[src/rtl/ascon_aead128_pkg.sv]
// Shared definitions for the Ascon-AEAD128 data path: segment type encoding,
// rate geometry and the input packer state machine.
package ascon_aead128_pkg;

  // Segment type carried alongside every byte and every block.
  localparam logic AD_MODE = 1'b1;
  localparam logic AE_MODE = 1'b0;

  // Ascon 10* padding starts with this byte, followed by zeros.
  localparam logic [7:0] PAD_BYTE   = 8'h01;
  localparam int         RATE_BYTES = 16;

  typedef enum logic [1:0] {
    fill     = 2'd0,
    emit     = 2'd1,
    emit_pad = 2'd2
  } packer_fsm_state;

endpackage

[src/rtl/ascon_input_packer.sv]
// Packs an AD / data byte stream into 128-bit little-endian rate blocks,
// inserts 10* padding on the final block of a segment and hands the blocks
// to the core over a valid/ready handshake.
//
// Handshakes: a transfer happens on a rising edge where valid and ready are
// both high. A producer holds its payload stable while valid is high and
// ready is low; ready never depends on valid in the same cycle.
module ascon_input_packer
  import ascon_aead128_pkg::*;
(
  input  logic         clk,
  input  logic         rst_n,
  input  logic [7:0]   din,
  input  logic         din_valid,
  output logic         din_ready,
  input  logic         din_last,
  input  logic         din_type,
  input  logic         din_empty,
  output logic [127:0] blk,
  output logic         blk_valid,
  input  logic         blk_ready,
  output logic         blk_type,
  output logic         blk_last,
  output logic [4:0]   blk_bytes,
  output logic         blk_empty,
  output logic [1:0]   o_dbg_state
);

  packer_fsm_state r_state;
  logic [3:0]      r_cnt;
  logic [127:0]    r_buf;
  logic            r_pad_pending;
  logic            r_blk_type;
  logic            r_blk_last;
  logic [4:0]      r_blk_bytes;
  logic            r_blk_empty;

  packer_fsm_state w_state_nx;
  logic [3:0]      w_cnt_nx;
  logic [127:0]    w_buf_nx;
  logic            w_pad_pending_nx;
  logic            w_blk_type_nx;
  logic            w_blk_last_nx;
  logic [4:0]      w_blk_bytes_nx;
  logic            w_blk_empty_nx;
  logic            w_din_ready;
  logic            w_accept;

  // Input is open only while filling; held closed during reset so nothing
  // is taken before the state register has been initialised.
  assign w_din_ready = (r_state == fill) && rst_n;
  assign w_accept    = din_valid && w_din_ready;

  assign din_ready   = w_din_ready;
  assign blk_valid   = (r_state == emit) || (r_state == emit_pad);
  assign blk         = r_buf;
  assign blk_type    = r_blk_type;
  assign blk_last    = r_blk_last;
  assign blk_bytes   = r_blk_bytes;
  assign blk_empty   = r_blk_empty;
  assign o_dbg_state = r_state;

  // Next-state logic: lane writes with pad insertion while filling, block
  // release (or follow-on pad block) on the output handshake.
  always_comb begin
    w_state_nx       = r_state;
    w_cnt_nx         = r_cnt;
    w_buf_nx         = r_buf;
    w_pad_pending_nx = r_pad_pending;
    w_blk_type_nx    = r_blk_type;
    w_blk_last_nx    = r_blk_last;
    w_blk_bytes_nx   = r_blk_bytes;
    w_blk_empty_nx   = r_blk_empty;

    case (r_state)
      fill: begin
        if (w_accept) begin
          if (r_cnt == 4'd0) w_blk_type_nx = din_type;
          if (din_empty) begin
            // Zero-length segment: a block made of padding only.
            w_buf_nx       = '0;
            w_buf_nx[7:0]  = PAD_BYTE;
            w_blk_bytes_nx = 5'd0;
            w_blk_last_nx  = 1'b1;
            w_blk_empty_nx = 1'b1;
            w_state_nx     = emit;
          end else begin
            for (int i = 0; i < RATE_BYTES; i++) begin
              if (4'(i) == r_cnt) begin
                w_buf_nx[8*i +: 8] = din;
              end else if (din_last && (r_cnt != 4'd15) && (4'(i) == r_cnt + 4'd1)) begin
                w_buf_nx[8*i +: 8] = PAD_BYTE;
              end else if (din_last && (4'(i) > r_cnt)) begin
                w_buf_nx[8*i +: 8] = 8'h00;
              end
            end
            if (din_last || (r_cnt == 4'd15)) begin
              // A final byte landing in lane 15 leaves no room for the pad,
              // so the pad goes out as a separate block afterwards.
              w_blk_bytes_nx   = {1'b0, r_cnt} + 5'd1;
              w_blk_last_nx    = din_last && (r_cnt != 4'd15);
              w_pad_pending_nx = din_last && (r_cnt == 4'd15);
              w_blk_empty_nx   = 1'b0;
              w_state_nx       = emit;
            end else begin
              w_cnt_nx = r_cnt + 4'd1;
            end
          end
        end
      end

      emit: begin
        if (blk_ready) begin
          if (r_pad_pending) begin
            w_buf_nx         = '0;
            w_buf_nx[7:0]    = PAD_BYTE;
            w_blk_bytes_nx   = 5'd0;
            w_blk_last_nx    = 1'b1;
            w_blk_empty_nx   = 1'b0;
            w_pad_pending_nx = 1'b0;
            w_state_nx       = emit_pad;
          end else begin
            w_buf_nx       = '0;
            w_cnt_nx       = 4'd0;
            w_blk_bytes_nx = 5'd0;
            w_blk_last_nx  = 1'b0;
            w_blk_empty_nx = 1'b0;
            w_state_nx     = fill;
          end
        end
      end

      emit_pad: begin
        if (blk_ready) begin
          w_buf_nx       = '0;
          w_cnt_nx       = 4'd0;
          w_blk_bytes_nx = 5'd0;
          w_blk_last_nx  = 1'b0;
          w_blk_empty_nx = 1'b0;
          w_state_nx     = fill;
        end
      end

      default: begin
        w_state_nx = fill;
      end
    endcase
  end

  // State and datapath registers; reset drops any partial or pending block.
  always_ff @(posedge clk) begin
    if (!rst_n) begin
      r_state       <= fill;
      r_cnt         <= 4'd0;
      r_buf         <= '0;
      r_pad_pending <= 1'b0;
      r_blk_type    <= AE_MODE;
      r_blk_last    <= 1'b0;
      r_blk_bytes   <= 5'd0;
      r_blk_empty   <= 1'b0;
    end else begin
      r_state       <= w_state_nx;
      r_cnt         <= w_cnt_nx;
      r_buf         <= w_buf_nx;
      r_pad_pending <= w_pad_pending_nx;
      r_blk_type    <= w_blk_type_nx;
      r_blk_last    <= w_blk_last_nx;
      r_blk_bytes   <= w_blk_bytes_nx;
      r_blk_empty   <= w_blk_empty_nx;
    end
  end

endmodule

[config.mk]
export PLATFORM = sky130hd
export DESIGN_NAME = ascon_input_packer
export DESIGN_NICKNAME = d
export VERILOG_FILES = /design/src/rtl/ascon_aead128_pkg.sv /design/src/rtl/ascon_input_packer.sv
export SDC_FILE = /design/constraint.sdc
export NUM_CORES = 1
export LEC_CHECK = 0
export CORE_ASPECT_RATIO = 2
export CORE_MARGIN = 10
export CORE_UTILIZATION = 54
export DETAILED_ROUTE_END_ITERATION = 10
export GPL_TIMING_DRIVEN = 0
export PLACE_DENSITY = 0.82
export REMOVE_ABC_BUFFERS = 1
export SLEW_MARGIN = 40
export SYNTH_ARGS = -nofsm -noshare
export SYNTH_HDL_FRONTEND = slang
export SYNTH_SLANG_ARGS = --single-unit
[constraint.sdc]
create_clock -name clk -period 4.74 [get_ports clk]
set_clock_uncertainty 0.05 [all_clocks]
set_input_delay 1.185 -clock clk [delete_from_list [all_inputs] [get_ports clk]]
set_output_delay 1.185 -clock clk [all_outputs]
set_load 0.1 [all_outputs]
==> reports/qor.txt <==
Chip Area, Yosys = 6660 µm²
GRT overflow = 0
Clock Power Share = 0.453
number of global-route vias before repair = 6,570
GRT busiest layer = met2
FMAX = 0.290 GHz
Max-Cap Viols = 0
Antenna Cells = 0
Sw Share = 0.290
syn_area_per_cell = 8.61 µm²
cell family with most CP delay = buffers and inverters
OpenROAD warnings = 35
Worst R2R Path Depth = 6
pwr dens = 368 nW/µm²
number of remaining DRC errors = 0
placed cell areas = 7470 µm²
switching pwr = 0.859 mW
GP Congestion = 0.922
Seq cells post-synth = 143
ClkCell Share = 0.0738
Synth top area share = 0.430
slowest CP cell = clkdlybuf4s50_1
measured slew at the worst slew-check pin = 0.819 ns
Pleak = 3.34 nW
Routed WL = 21.9 mm
Clock buffer cells = 19
Logic family by area = simple AND/OR/NAND/NOR gates
Insertion Delay late pin = 0.42 ns
clock distribution power = 1.35 mW
Startpoint Class = input port
Synth Cell Area = 6660 µm²
fraction of power consumed by combinational cells = 0.134
internal power = 2.11 mW
via count = 6,460
global-route usage over all layers = 0.243
crit path buf inv count = 1
final-report hold violation count = 0
critical path type = in2reg
highest routed layer = met4
Synth top cell by count = dfxtp_1
routed wl met2 = 11.6 mm
Longest Clk Path Bufs = 2
RSZ-0062 raised after global routing = false
AND-OR/OR-AND Cells, Area Fraction = 0.225
Warnings, synthesis = 0
WL met1 = 7.86 mm
first-pass GRT wire length = 34.5 mm
FP Rows = 57
clock root cell = clkbuf_16
most numerous logic cells after layout = 141 x dfxtp_1, 140 x buf_2, 90 x nand2_1, 50 x a21oi_1, 49 x nor2_1
Non-Filler Instances = 1,050
yosys adder share = 0.0188
met1 usage = 0.242
and+or+nand+nor area frac = 0.240
Pwr top = clock
antenna violations before repair = 0
Area Growth Syn to Fin = 21.0%
hold path depth = 2
Post-synth top cells = 143 x dfxtp_1, 90 x nand2_1, 50 x a21oi_1, 50 x nor2_1, 47 x nor2b_1
max FFs per register = 128
comb pwr = 0.398 mW
CTS tree = yes
CP arrival = 3.71 ns
Non-clk invs = 8
fin nets = 915
pre-CTS WS = 0.884 ns
Worst path max stage delay = 0.99 ns
yosys stat cell total = 774
post-synthesis instance total = 774
biggest area cells = dfxtp_1 43%, nand2_1 5.1%, nor2b_1 4.4%
multi-input logic area = 3510 µm²
Die W = 98.6 µm
# setup viols final = 0
HP Class = reg2reg
Peak VDD IR = 295 µV
TNS Setup = 0 ns
flip-flops = 143
met2 usage = 0.434
layout cell share with drive strength beyond 1 = 0.224
dpl hpwl = 15.9 mm
Synth Area in XOR/XNOR = 0
Die Footprint = 17,500 µm²
die height = 177 µm
antenna viol nets, final = 0
cell taking the most area after synthesis = dfxtp_1
reg-to-reg setup timing slack = 1.56 ns
Period Utilization, post-route = 0.728
worst hold slack = 0.404 ns
cts hold-fix bufs = 0
Seq group = 1.22 mW
largest class = combinational gates
Commonest flop = dfxtp_1
I/O pin cnt = 155
#MultiIn Comb = 564
Unique cell types = 69
First-pass DRT Iterations = 5
CTS Sinks = 143
Crit path depth = 6
Setup crit start = din_last
multi-input combinational area share = 0.435
postcts setup bufs = 0
Post-synth EDFFs = 0
Seq/Total Area, Yosys = 0.430
CP required = 5.00 ns
Worst Path Max Fanout = 21
buffering overhead = 0.110
register clock-pin slew on the reported worst setup and hold paths = 0.06 ns
Filler Cell Count = 1,032
max-slew headroom at the worst pin = 0.451
most frequent logic cell in the layout = dfxtp_1
crit path to = blk[108]
Final Max Slew Viols = 0
outcome = finished, final reports clean
post-route setup slack = 1.29 ns
crit end category = flip-flop
worst hold endpoint = blk[23]
total power = 2.97 mW
post-route minimum period = 3.45 ns
met3 GRT Util = 0.0626
Mux area share = 0.0396
largest net degree at the start of global routing = 107
Inst Count DP = 1,018
Routed wire per std cell = 20.9 µm
initial drt markers = 503
density.png
(3 px per µm) 10 x 18 tiles, from dark blue (low) to red (high), 0 to 100% covered.
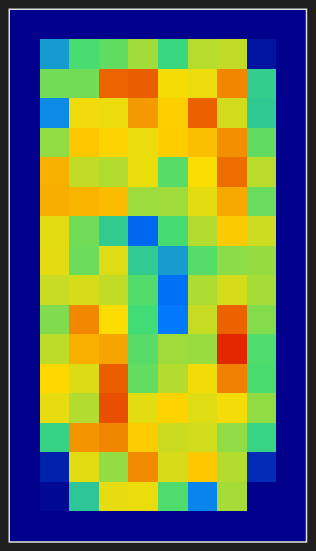
nearly empty tiles: 30%
fullest tile: 96%
mean over tiles: 45%
tiles over 75% full: 18%
core area: 12,100 µm²
Initial Util: 0.550
Finished Core Util: 0.665

met1.png
(3 px per µm) Supply wires on this layer in grey.
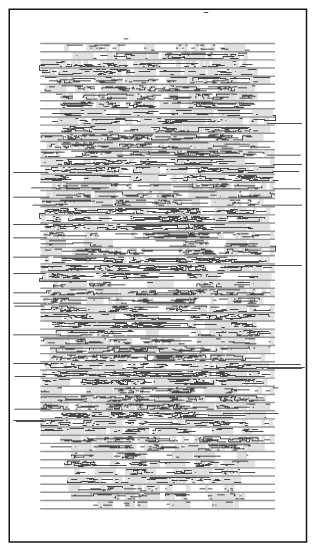
nets with wire on the layer: 839
main direction: horizontal

Power is estimated from default activity; no workload was simulated.
